Fig. 1: run 1, met2 routing
(3 px per µm)
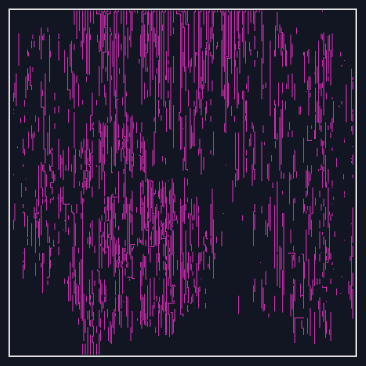
Fig. 2: run 1, placement density heat map
(3 px per µm) The die is cut into 12 by 12 equal tiles; black is low, pale yellow is high, 0 to 100% covered.
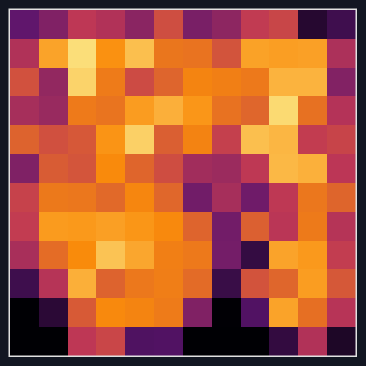
Fig. 3: run 1, sequential cells grouped by signal name
(3 px per µm) Other sequential cells in the stronger gray, the rest of the logic in the fainter gray.
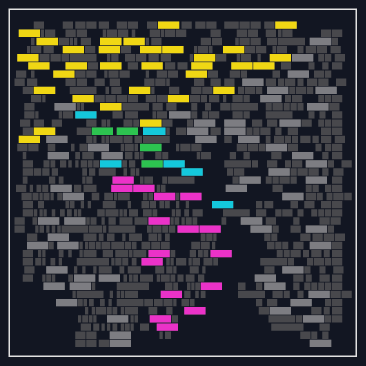
Fig. 4: run 1, clock nets
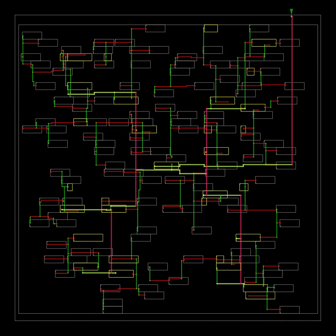
## src/rtl/reservoir_pkg.sv

```systemverilog
// Shared types for the reservoir sequencer: FSM states, the node tag carried
// alongside the reservoir latency, and saturation limits for signed data.
package reservoir_pkg;

   typedef enum logic [2:0] {
      IDLE,
      WAIT,
      INJECT,
      DRAIN,
      DONE
   } reservoir_ctrl_state_t;

   // Tag node field is sized for the default 10-node reservoir
   localparam int TAG_NODE_W = 4;

   typedef struct packed {
      logic                  valid;
      logic [TAG_NODE_W-1:0] node;
      logic                  last;
   } reservoir_tag_t;

   localparam int TAG_W = $bits(reservoir_tag_t);

   function automatic logic [63:0] dataMax(input int width);
      return (64'd1 << (width - 1)) - 64'd1;
   endfunction

   function automatic logic [63:0] dataMin(input int width);
      return 64'd1 << (width - 1);
   endfunction

endpackage

```

## src/rtl/reservoir_tag_pipe.sv

```systemverilog
// Delay line that carries node tags in step with the reservoir latency so each
// reservoir response can be labelled with the node that produced it.
module reservoir_tag_pipe
   import reservoir_pkg::*;
#(
   parameter int DEPTH = 1
)
(
   input  logic             clk,
   input  logic             clr_i,
   input  logic [TAG_W-1:0] tag_i,
   output logic [TAG_W-1:0] tag_o,
   output logic             empty_o
);

   reservoir_tag_t stageQ [DEPTH];

   always_ff @(posedge clk) begin
      if (clr_i) begin
         for (int i = 0; i < DEPTH; i++) stageQ[i] <= '0;
      end else begin
         stageQ[0] <= reservoir_tag_t'(tag_i);
         for (int i = 1; i < DEPTH; i++) stageQ[i] <= stageQ[i-1];
      end
   end

   assign tag_o = stageQ[DEPTH-1];

   always_comb begin
      empty_o = 1'b1;
      for (int i = 0; i < DEPTH; i++) begin
         if (stageQ[i].valid) empty_o = 1'b0;
      end
   end

endmodule

```

## src/rtl/reservoir_ctrl.sv

```systemverilog
// Sequencer feeding a time-multiplexed reservoir one virtual node per clock.
// Define RESERVOIR_CTRL_MASK_EN to enable the per-node +/- input mask.
module reservoir_ctrl
   import reservoir_pkg::*;
#(
   parameter int VIRTUAL_NODES = 10,
   parameter int DATA_WIDTH    = 32,
   parameter int RES_LATENCY   = 1,
   parameter int CNT_WIDTH     = 16
)
(
   input  logic                             clk,
   input  logic                             rst,
   input  logic                             start,
   input  logic [CNT_WIDTH-1:0]             num_samples,
   output logic                             busy,
   output logic                             done,
   input  logic [DATA_WIDTH-1:0]            in_data,
   input  logic                             in_valid,
   output logic                             in_ready,
   input  logic                             mask_wr,
   input  logic [VIRTUAL_NODES-1:0]         mask_data,
   output logic [DATA_WIDTH-1:0]            res_din,
   input  logic [DATA_WIDTH-1:0]            res_dout,
   output logic [DATA_WIDTH-1:0]            state_data,
   output logic [$clog2(VIRTUAL_NODES)-1:0] state_node,
   output logic                             state_valid,
   output logic                             state_last
);

   localparam int NODE_W = $clog2(VIRTUAL_NODES);
   localparam logic [NODE_W-1:0] LAST_NODE = NODE_W'(VIRTUAL_NODES - 1);

   reservoir_ctrl_state_t stateQ, stateD;
   logic [NODE_W-1:0]     nodeCntQ, nodeCntD;
   logic [CNT_WIDTH-1:0]  sampleCntQ, sampleCntD;
   logic [CNT_WIDTH-1:0]  numSamplesQ, numSamplesD;
   logic [DATA_WIDTH-1:0] sampleQ, sampleD;
   logic [DATA_WIDTH-1:0] nodeValue;
   logic                  lastNode, moreSamples;

   reservoir_tag_t        tagIn, tagOut;
   logic [TAG_W-1:0]      tagOutBits;
   logic                  pipeEmpty;

   logic [DATA_WIDTH-1:0] stateDataQ;
   logic [NODE_W-1:0]     stateNodeQ;
   logic                  stateValidQ, stateLastQ;

`ifdef RESERVOIR_CTRL_MASK_EN
   localparam logic [DATA_WIDTH-1:0] DATA_MAX = DATA_WIDTH'(dataMax(DATA_WIDTH));
   localparam logic [DATA_WIDTH-1:0] DATA_MIN = DATA_WIDTH'(dataMin(DATA_WIDTH));

   logic [VIRTUAL_NODES-1:0] maskQ;

   always_ff @(posedge clk) begin
      if (rst) begin
         maskQ <= '1;
      end else if (stateQ == IDLE && mask_wr) begin
         maskQ <= mask_data;
      end
   end

   // Negating the most-negative value would wrap, so it saturates instead
   always_comb begin
      nodeValue = sampleQ;
      if (!maskQ[nodeCntQ]) begin
         nodeValue = (sampleQ == DATA_MIN) ? DATA_MAX : -sampleQ;
      end
   end
`else
   logic unusedMask;
   assign unusedMask = ^{mask_wr, mask_data};
   assign nodeValue  = sampleQ;
`endif

   assign lastNode    = (nodeCntQ == LAST_NODE);
   assign moreSamples = (sampleCntQ + CNT_WIDTH'(1)) < numSamplesQ;
   assign busy        = (stateQ != IDLE);
   assign done        = (stateQ == DONE);

   always_ff @(posedge clk) begin
      if (rst) begin
         stateQ      <= IDLE;
         nodeCntQ    <= '0;
         sampleCntQ  <= '0;
         numSamplesQ <= '0;
         sampleQ     <= '0;
      end else begin
         stateQ      <= stateD;
         nodeCntQ    <= nodeCntD;
         sampleCntQ  <= sampleCntD;
         numSamplesQ <= numSamplesD;
         sampleQ     <= sampleD;
      end
   end

   always_comb begin
      stateD      = stateQ;
      nodeCntD    = nodeCntQ;
      sampleCntD  = sampleCntQ;
      numSamplesD = numSamplesQ;
      sampleD     = sampleQ;
      in_ready    = 1'b0;
      res_din     = '0;
      tagIn       = '0;
      case (stateQ)
         IDLE: begin
            if (start) begin
               numSamplesD = num_samples;
               sampleCntD  = '0;
               stateD      = (num_samples == '0) ? DONE : WAIT;
            end
         end
         WAIT: begin
            in_ready = 1'b1;
            if (in_valid) begin
               sampleD  = in_data;
               nodeCntD = '0;
               stateD   = INJECT;
            end
         end
         INJECT: begin
            res_din      = nodeValue;
            tagIn.valid  = 1'b1;
            tagIn.node   = TAG_NODE_W'(nodeCntQ);
            tagIn.last   = lastNode;
            nodeCntD     = nodeCntQ + NODE_W'(1);
            // The last node overlaps the next handshake so streaming is gapless
            if (lastNode) begin
               nodeCntD   = '0;
               sampleCntD = sampleCntQ + CNT_WIDTH'(1);
               if (moreSamples) begin
                  in_ready = 1'b1;
                  if (in_valid) begin
                     sampleD = in_data;
                  end else begin
                     stateD = WAIT;
                  end
               end else begin
                  stateD = DRAIN;
               end
            end
         end
         DRAIN: begin
            if (pipeEmpty) stateD = DONE;
         end
         DONE: begin
            stateD = IDLE;
         end
         default: begin
            stateD = IDLE;
         end
      endcase
   end

   reservoir_tag_pipe #(
      .DEPTH (RES_LATENCY)
   ) tagPipe (
      .clk     (clk),
      .clr_i   (rst),
      .tag_i   (tagIn),
      .tag_o   (tagOutBits),
      .empty_o (pipeEmpty)
   );

   assign tagOut = reservoir_tag_t'(tagOutBits);

   // A tag leaving the delay line lines up with the reservoir's response
   always_ff @(posedge clk) begin
      if (rst) begin
         stateDataQ  <= '0;
         stateNodeQ  <= '0;
         stateValidQ <= 1'b0;
         stateLastQ  <= 1'b0;
      end else begin
         stateValidQ <= tagOut.valid;
         stateLastQ  <= tagOut.valid & tagOut.last;
         if (tagOut.valid) begin
            stateDataQ <= res_dout;
            stateNodeQ <= NODE_W'(tagOut.node);
         end
      end
   end

   assign state_data  = stateDataQ;
   assign state_node  = stateNodeQ;
   assign state_valid = stateValidQ;
   assign state_last  = stateLastQ;

endmodule
```

## config.mk

```make
export PLATFORM = sky130hd
export DESIGN_NAME = reservoir_ctrl
export DESIGN_NICKNAME = d
export VERILOG_FILES = /design/src/rtl/reservoir_pkg.sv /design/src/rtl/reservoir_tag_pipe.sv /design/src/rtl/reservoir_ctrl.sv
export SDC_FILE = /design/constraint.sdc
export NUM_CORES = 1
export LEC_CHECK = 0
export ABC_CLOCK_PERIOD_IN_PS = 5400
export CAP_MARGIN = 15
export CORE_UTILIZATION = 42
export CTS_BUF_LIST = sky130_fd_sc_hd__clkbuf_4 sky130_fd_sc_hd__clkbuf_8 sky130_fd_sc_hd__clkbuf_16
export CTS_CLUSTER_DIAMETER = 40
export DETAILED_ROUTE_END_ITERATION = 16
export GPL_ROUTABILITY_DRIVEN = 0
export PLACE_DENSITY = 0.73
export SETUP_SLACK_MARGIN = 0.1
export SYNTH_ARGS = -nofsm -noshare
export SYNTH_HDL_FRONTEND = slang
export SYNTH_SLANG_ARGS = --single-unit
```

## constraint.sdc

```tcl
create_clock -name clk -period 5.4 [get_ports clk]
set_input_delay 1.08 -clock clk [delete_from_list [all_inputs] [get_ports clk]]
set_output_delay 1.08 -clock clk [all_outputs]
set_load 0.05 [all_outputs]
```

==> impl_metrics.toml, run 1 <==
# physical design summary
[sta]
rsz0062_at_grt = "false"
slew_headroom_pct = 22.32
worst_slew_pin_slew_ns = 1.165
tns_ns = 0
fin_crit_sh_pct = 95.49

[layout]
lay_top_count = "clkdlybuf4s50_1"
nets = 860
area_growth_pct = 41.84

[clock_tree]
clock_path_buffers = 2
cts_hold_buf = 0
cts_max_level = 4

[critical_path]
crit_chain = "nand3_1 > or2_2 > nor3_2 > nand3_1 > xnor2_1 > ha_1 > nand4_1 > or3_1 > or4_1 > nand3_2 > o22ai_1 > buf_2"

[place]
dp_hpwl_um = 9319
placed_area_mm2 = 0.007028
io_buffer_count = 156

[route]
wl_met3_um = 639
avgRoutedWirePerCell_um = 14.12
num_vias = 4558
ant_nets = 0

[pwr]
p_per_area_mw_per_mm2 = 379.2
power_mw = 2.895

[synth]
yosysTopAreaCell = "dfxtp_1"
topCellsByArea = "dfxtp_1, mux2i_1, nand2b_1, and2_1, ha_1"
syn_area_per_cell_um2 = 8.912
top_area_share_pct = 42.77
ys_seq_share_pct = 42.77
syn_inst = 604

[die]
die_height_um = 115.2
initCoreUtil_pct = 43.90
pin_count = 168
die_w_um = 115.2

[global_route]
grt_pass1_wl_um = 20960
grt_pass1_vias = 4369

[outcome]
status = "complete, no violations"
-- Fig. 1 (at the start) --
share of all routed wire: 48%
nets with wire on the layer: 716
wire length on this layer: 6,280 µm
main direction: vertical
longest straight run: 40.8 µm

-- Fig. 2 (at the start) --
fullest tile: 93%
nearly empty tiles: 4.9%
tiles over 75% full: 22%
mean over tiles: 56%

-- Fig. 3 (at the start) --
[`sampleCntQ`] magenta | flops: 16
[`state_data`] yellow | flops: 32
[`tagPipe.stageQ`] cyan | flops: 6 | where: center
[`nodeCntQ`] green | flops: 4
not colored: 57

-- Fig. 4 (at the start) --
Post-Route Skew: 0.004382 ns
number of CTS-inserted buffers: 17
Late-Pin Clk Latency: 0.41 ns

-- run 1: final timing paths --
kind                         from             to  slack [ns]  cells after the start
max                 sampleCntQ[2]       in_ready        0.24                     12
min          tagPipe.stageQ[0][0]     state_last        0.43                      1
max reg2reg         sampleCntQ[0]  nodeValue[14]        1.06                     13
min reg2reg  tagPipe.stageQ[0][0]     state_last        0.43                      1
-- run 1: Yosys cell counts, types with 5 or more instances --
cell type,n
dfxtp_1,115
mux2i_1,68
nand2b_1,68
nor2_1,58
nand2_1,51
and2_1,38
a21oi_1,28
clkbuf_1,26
inv_1,20
ha_1,18
o21ai_0,14
nand3_1,8
nor4_1,8
xnor2_1,8
nand4_1,6
nor3_1,6
xor2_1,6
a22o_1,5
buf_1,5
-- run 1: where the power goes --
| part | internal [mW] | switching (mW) | total [mW] |
|---|---|---|---|
| Clock | 0.767 | 0.375 | 1.14 |
| Combinational | 0.298 | 0.419 | 0.718 |
| Sequential | 0.949 | 0.0863 | 1.03 |
-- run 1: repair_timing --
action | 4_1_cts | 5_1_grt
pin swaps | 0 | 0
gates resized | 3 | 2
cloned | 0 | 0
setup endpoints to repair | 1 | 1
-- run 1: layout make-up --
cell class,count,area share (%)
timing repair buffer,160,20.75
inverter,21,1.032
clock inverter,9,1.688
multi-input combinational,432,37.28
sequential,115,30.17
tap,168,2.753
clock buffer,23,6.326
-- run 1: through the flow --
step,setup WS [ns],hold WS (ns),std cells,util [%]
floorplan,0.9794,0.4057,604,-
global placement,0.3838,0.4168,896,57.32
detailed placement,0.2716,0.4223,896,57.32
CTS,0.1689,0.4336,928,62.32
global route,0.1111,0.4464,928,62.27
finish,0.2436,0.4262,928,62.27
-- run 1: routing by layer --
| metal | vias to the layer above | global-route usage (%) |
|---|---|---|
| li1 | 2302 | - |
| met1 | 2123 | 25.56 |
| met2 | 116 | 32.85 |
| met3 | 17 | 5.166 |
| met4 | 0 | 9.004 |
| met5 | - | 0 |
-- run 1: critical path: cells and delay by family, from the launching register on --
family                   cells  cell delay, ns
AND/OR/NAND/NOR              8            2.37
flip-flops                   1            0.42
adder cells (fa/ha/maj)      1            0.34
buffers and inverters        1            0.25
XOR/XNOR                     1            0.19
AND-OR/OR-AND                1            0.11
-- run 1: registers in the layout, indices dropped and copies added (netlist names), 3 cells and up --
signal / flops
sampleCntQ: 16
state_data: 32
nodeCntQ: 4
numSamplesQ: 16
stateQ: 3
nodeValue: 32
tagPipe.stageQ: 6
state_node: 4
-- run 1: cells by family after synthesis --
| logic type | Yosys count | synth area share, % |
|---|---|---|
| AND/OR/NAND/NOR | 264 | 25.69 |
| flip-flops | 115 | 42.77 |
| multiplexers | 69 | 12.85 |
| AND-OR/OR-AND | 67 | 7.787 |
| buffers and inverters | 57 | 4.440 |
| adder cells (fa/ha/maj) | 18 | 4.184 |
| XOR/XNOR | 14 | 2.278 |
Fig. 5: run 1, power grid
(3 px per µm) Pins as bars on the die edge.
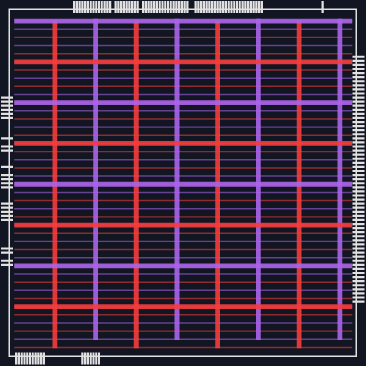

## Run 2: what changed since run 1
--- a/config.mk
+++ b/config.mk
@@ -8,10 +8,10 @@
 export ABC_CLOCK_PERIOD_IN_PS = 5400
 export CAP_MARGIN = 15
-export CORE_UTILIZATION = 42
+export CORE_UTILIZATION = 47
 export CTS_BUF_LIST = sky130_fd_sc_hd__clkbuf_4 sky130_fd_sc_hd__clkbuf_8 sky130_fd_sc_hd__clkbuf_16
 export CTS_CLUSTER_DIAMETER = 40
 export DETAILED_ROUTE_END_ITERATION = 16
 export GPL_ROUTABILITY_DRIVEN = 0
-export PLACE_DENSITY = 0.73
+export PLACE_DENSITY = 0.81
 export SETUP_SLACK_MARGIN = 0.1
 export SYNTH_ARGS = -nofsm -noshare
==> constraint.sdc (replaced) <==
create_clock -name clk -period 5.4 [get_ports clk]
set_input_delay 1.08 -clock clk [delete_from_list [all_inputs] [get_ports clk]]
set_output_delay 1.08 -clock clk [all_outputs]
set_load 0.02 [all_outputs]
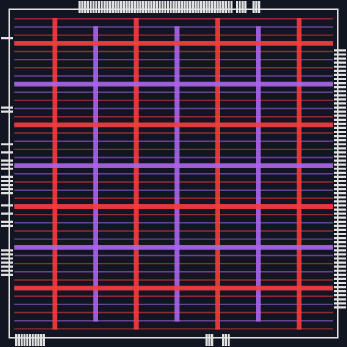
Fig. 6. Power grid (run 2).
(3 px per µm) Pins as bars on the die edge.
[VDD] purple
[VSS] red
signal pins: 168
met5 straps: 7
met1 rails: 39
rows: 38

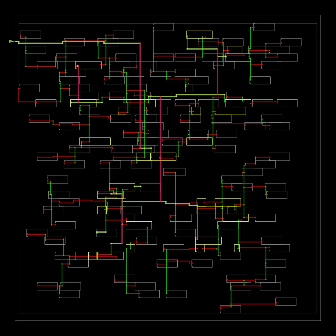
Fig. 7. Clock nets (run 2).
clk sinks: 115
Post-Route Skew: 0.01394 ns
number of clock buffers in the layout: 19
Clock Power: 1.12 mW
flop count: 115

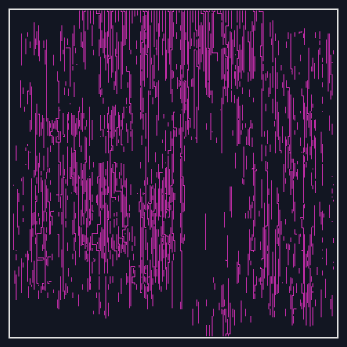
Fig. 8. Met2 routing (run 2).
(3 px per µm)
wire length on this layer: 6,340 µm
longest straight run: 45.6 µm
nets with wire on the layer: 721
main direction: vertical
GR Util met2: 37.24%
via count: 4,620
Post-Route WL: 13,220 µm

==> run 2 against run 1 <==
Via count increased by 1.4%. Highest routed layer unchanged. Clock power about the same. Sequential share of layout area increased by 0.16 points. Non-clock buffer count unchanged. Setup slack improved by 0.26 ns. Die area decreased by 10%. Clock skew increased by 0.0096 ns. Worst hold slack improved by 0.023 ns.
==> impl_metrics.toml, run 2 <==
# physical design summary
[outcome]
status = "complete, no violations"

[place]
dp_hpwl_um = 9306
io_buffer_count = 156
dp.cells = 868

[layout]
area_growth_pct = 41.40
nets = 860
lay_top_count = "clkdlybuf4s50_1"

[critical_path]
r2r_start = "sampleCntQ[1]"
worst-r2r-setup-slack_ns = 1.36
crit_path_start = "sampleCntQ[5]"
crit_chain = "nand4_1 > or2_2 > nor3_4 > nand3_1 > xnor2_1 > ha_1 > nand4_1 > or3_1 > or4_1 > nand3_2 > o22ai_1 > clkbuf_2"

[synth]
top_area_share_pct = 42.77
syn_area_per_cell_um2 = 8.912
topCellsByArea = "dfxtp_1, mux2i_1, nand2b_1, and2_1, ha_1"
syn_inst = 604
ys_seq_share_pct = 42.77
synthTopCellsByCount = "dfxtp_1, mux2i_1, nand2b_1"

[clock_tree]
cts_max_level = 4
clock_path_buffers = 2
cts_made_buffers = 17
cts_hold_buf = 0
insertion_delay_ns = 0.41

[min_path]
worstHoldStart = "tagPipe.stageQ[0][0]"

[route]
avgRoutedWirePerCell_um = 14.69
ant_nets = 0

[sta]
worst_slew_pin_slew_ns = 1.137
tns_ns = 0
slew_headroom_pct = 24.18

[die]
die_height_um = 109.0
die_w_um = 109.0

[pwr]
p_per_area_mw_per_mm2 = 366.4
-- run 2: cell counts after synthesis --
No cell type changed its count.
-- run 2: cell families (layout without fill, tap and decap cells) --
| group | count (synthesis) | after routing | synth area share [%] |
|---|---|---|---|
| AND/OR/NAND/NOR | 264 | 264 | 25.69 |
| flip-flops | 115 | 115 | 42.77 |
| multiplexers | 69 | 69 | 12.85 |
| XOR/XNOR | 14 | 14 | 2.278 |
| adder cells (fa/ha/maj) | 18 | 18 | 4.184 |
| buffers and inverters | 57 | 213 | 4.440 |
| AND-OR/OR-AND | 67 | 67 | 7.787 |
-- run 2: what timing repair did --
| action | CTS | global route |
|---|---|---|
| setup endpoints to repair | 1 | 1 |
| gates resized | 2 | 8 |
| hold endpoints to repair | 0 | 0 |
-- run 2: report_power, final --
| part | switching (mW) | leakage [nW] | internal, mW | total [mW] |
|---|---|---|---|---|
| combinational | 0.336 | 1.61 | 0.298 | 0.633 |
| clock | 0.413 | 0.287 | 0.709 | 1.12 |
| sequential | 0.0860 | 0.935 | 0.948 | 1.03 |
-- run 2: final cells by class --
class / count / share of cell area, %
sequential: 115 / 30.33
inverter: 21 / 1.036
clock inverter: 13 / 1.956
multi-input combinational: 432 / 37.61
clock buffer: 19 / 5.951
tap: 140 / 2.301
timing repair buffer: 160 / 20.81
-- run 2: final timing paths --
kind / to / cells past startpoint
worst max-delay path: in_ready / 12
worst min-delay path: state_last / 1
worst max register to register: nodeValue[7] / 14
worst min register to register: state_last / 1
-- run 2: worst max-delay path: cells and delay by family (launching register included) --
kind	cells	cell delay, ns
compound gates	1	0.10
xor+xnor	1	0.17
fa+ha+maj	1	0.32
buf+inv	1	0.19
flops	1	0.41
simple gates	8	2.21
-- run 2: per-layer routing --
| metal | GRT usage [%] | vias to the layer above | wire (µm) |
|---|---|---|---|
| met1 | 27.71 | 2132 | 5891 |
| met3 | 5.499 | 28 | 734 |
| met4 | 8.108 | 0 | 252 |
| met5 | 0 | - | 0 |
| met2 | 37.24 | 148 | 6341 |
| li1 | - | 2312 | - |
-- run 2: per-stage QoR --
step           instance area [µm²]  hold WS, ns  setup WS, ns  utilization, %  total power, mW
2_1_floorplan                 5383       0.4057         1.137               -            1.467
3_3_place_gp                  6993       0.4206        0.5503           63.67            1.658
3_5_place_dp                  6993       0.4328        0.4194           63.67            1.686
4_1_cts                       7600       0.4475        0.2333           69.20            2.806
5_1_grt                       7611       0.4578        0.1812           69.30            2.923
6_report                      7611       0.4491        0.5078           69.30            2.789
Power is estimated from default activity; no workload was simulated.
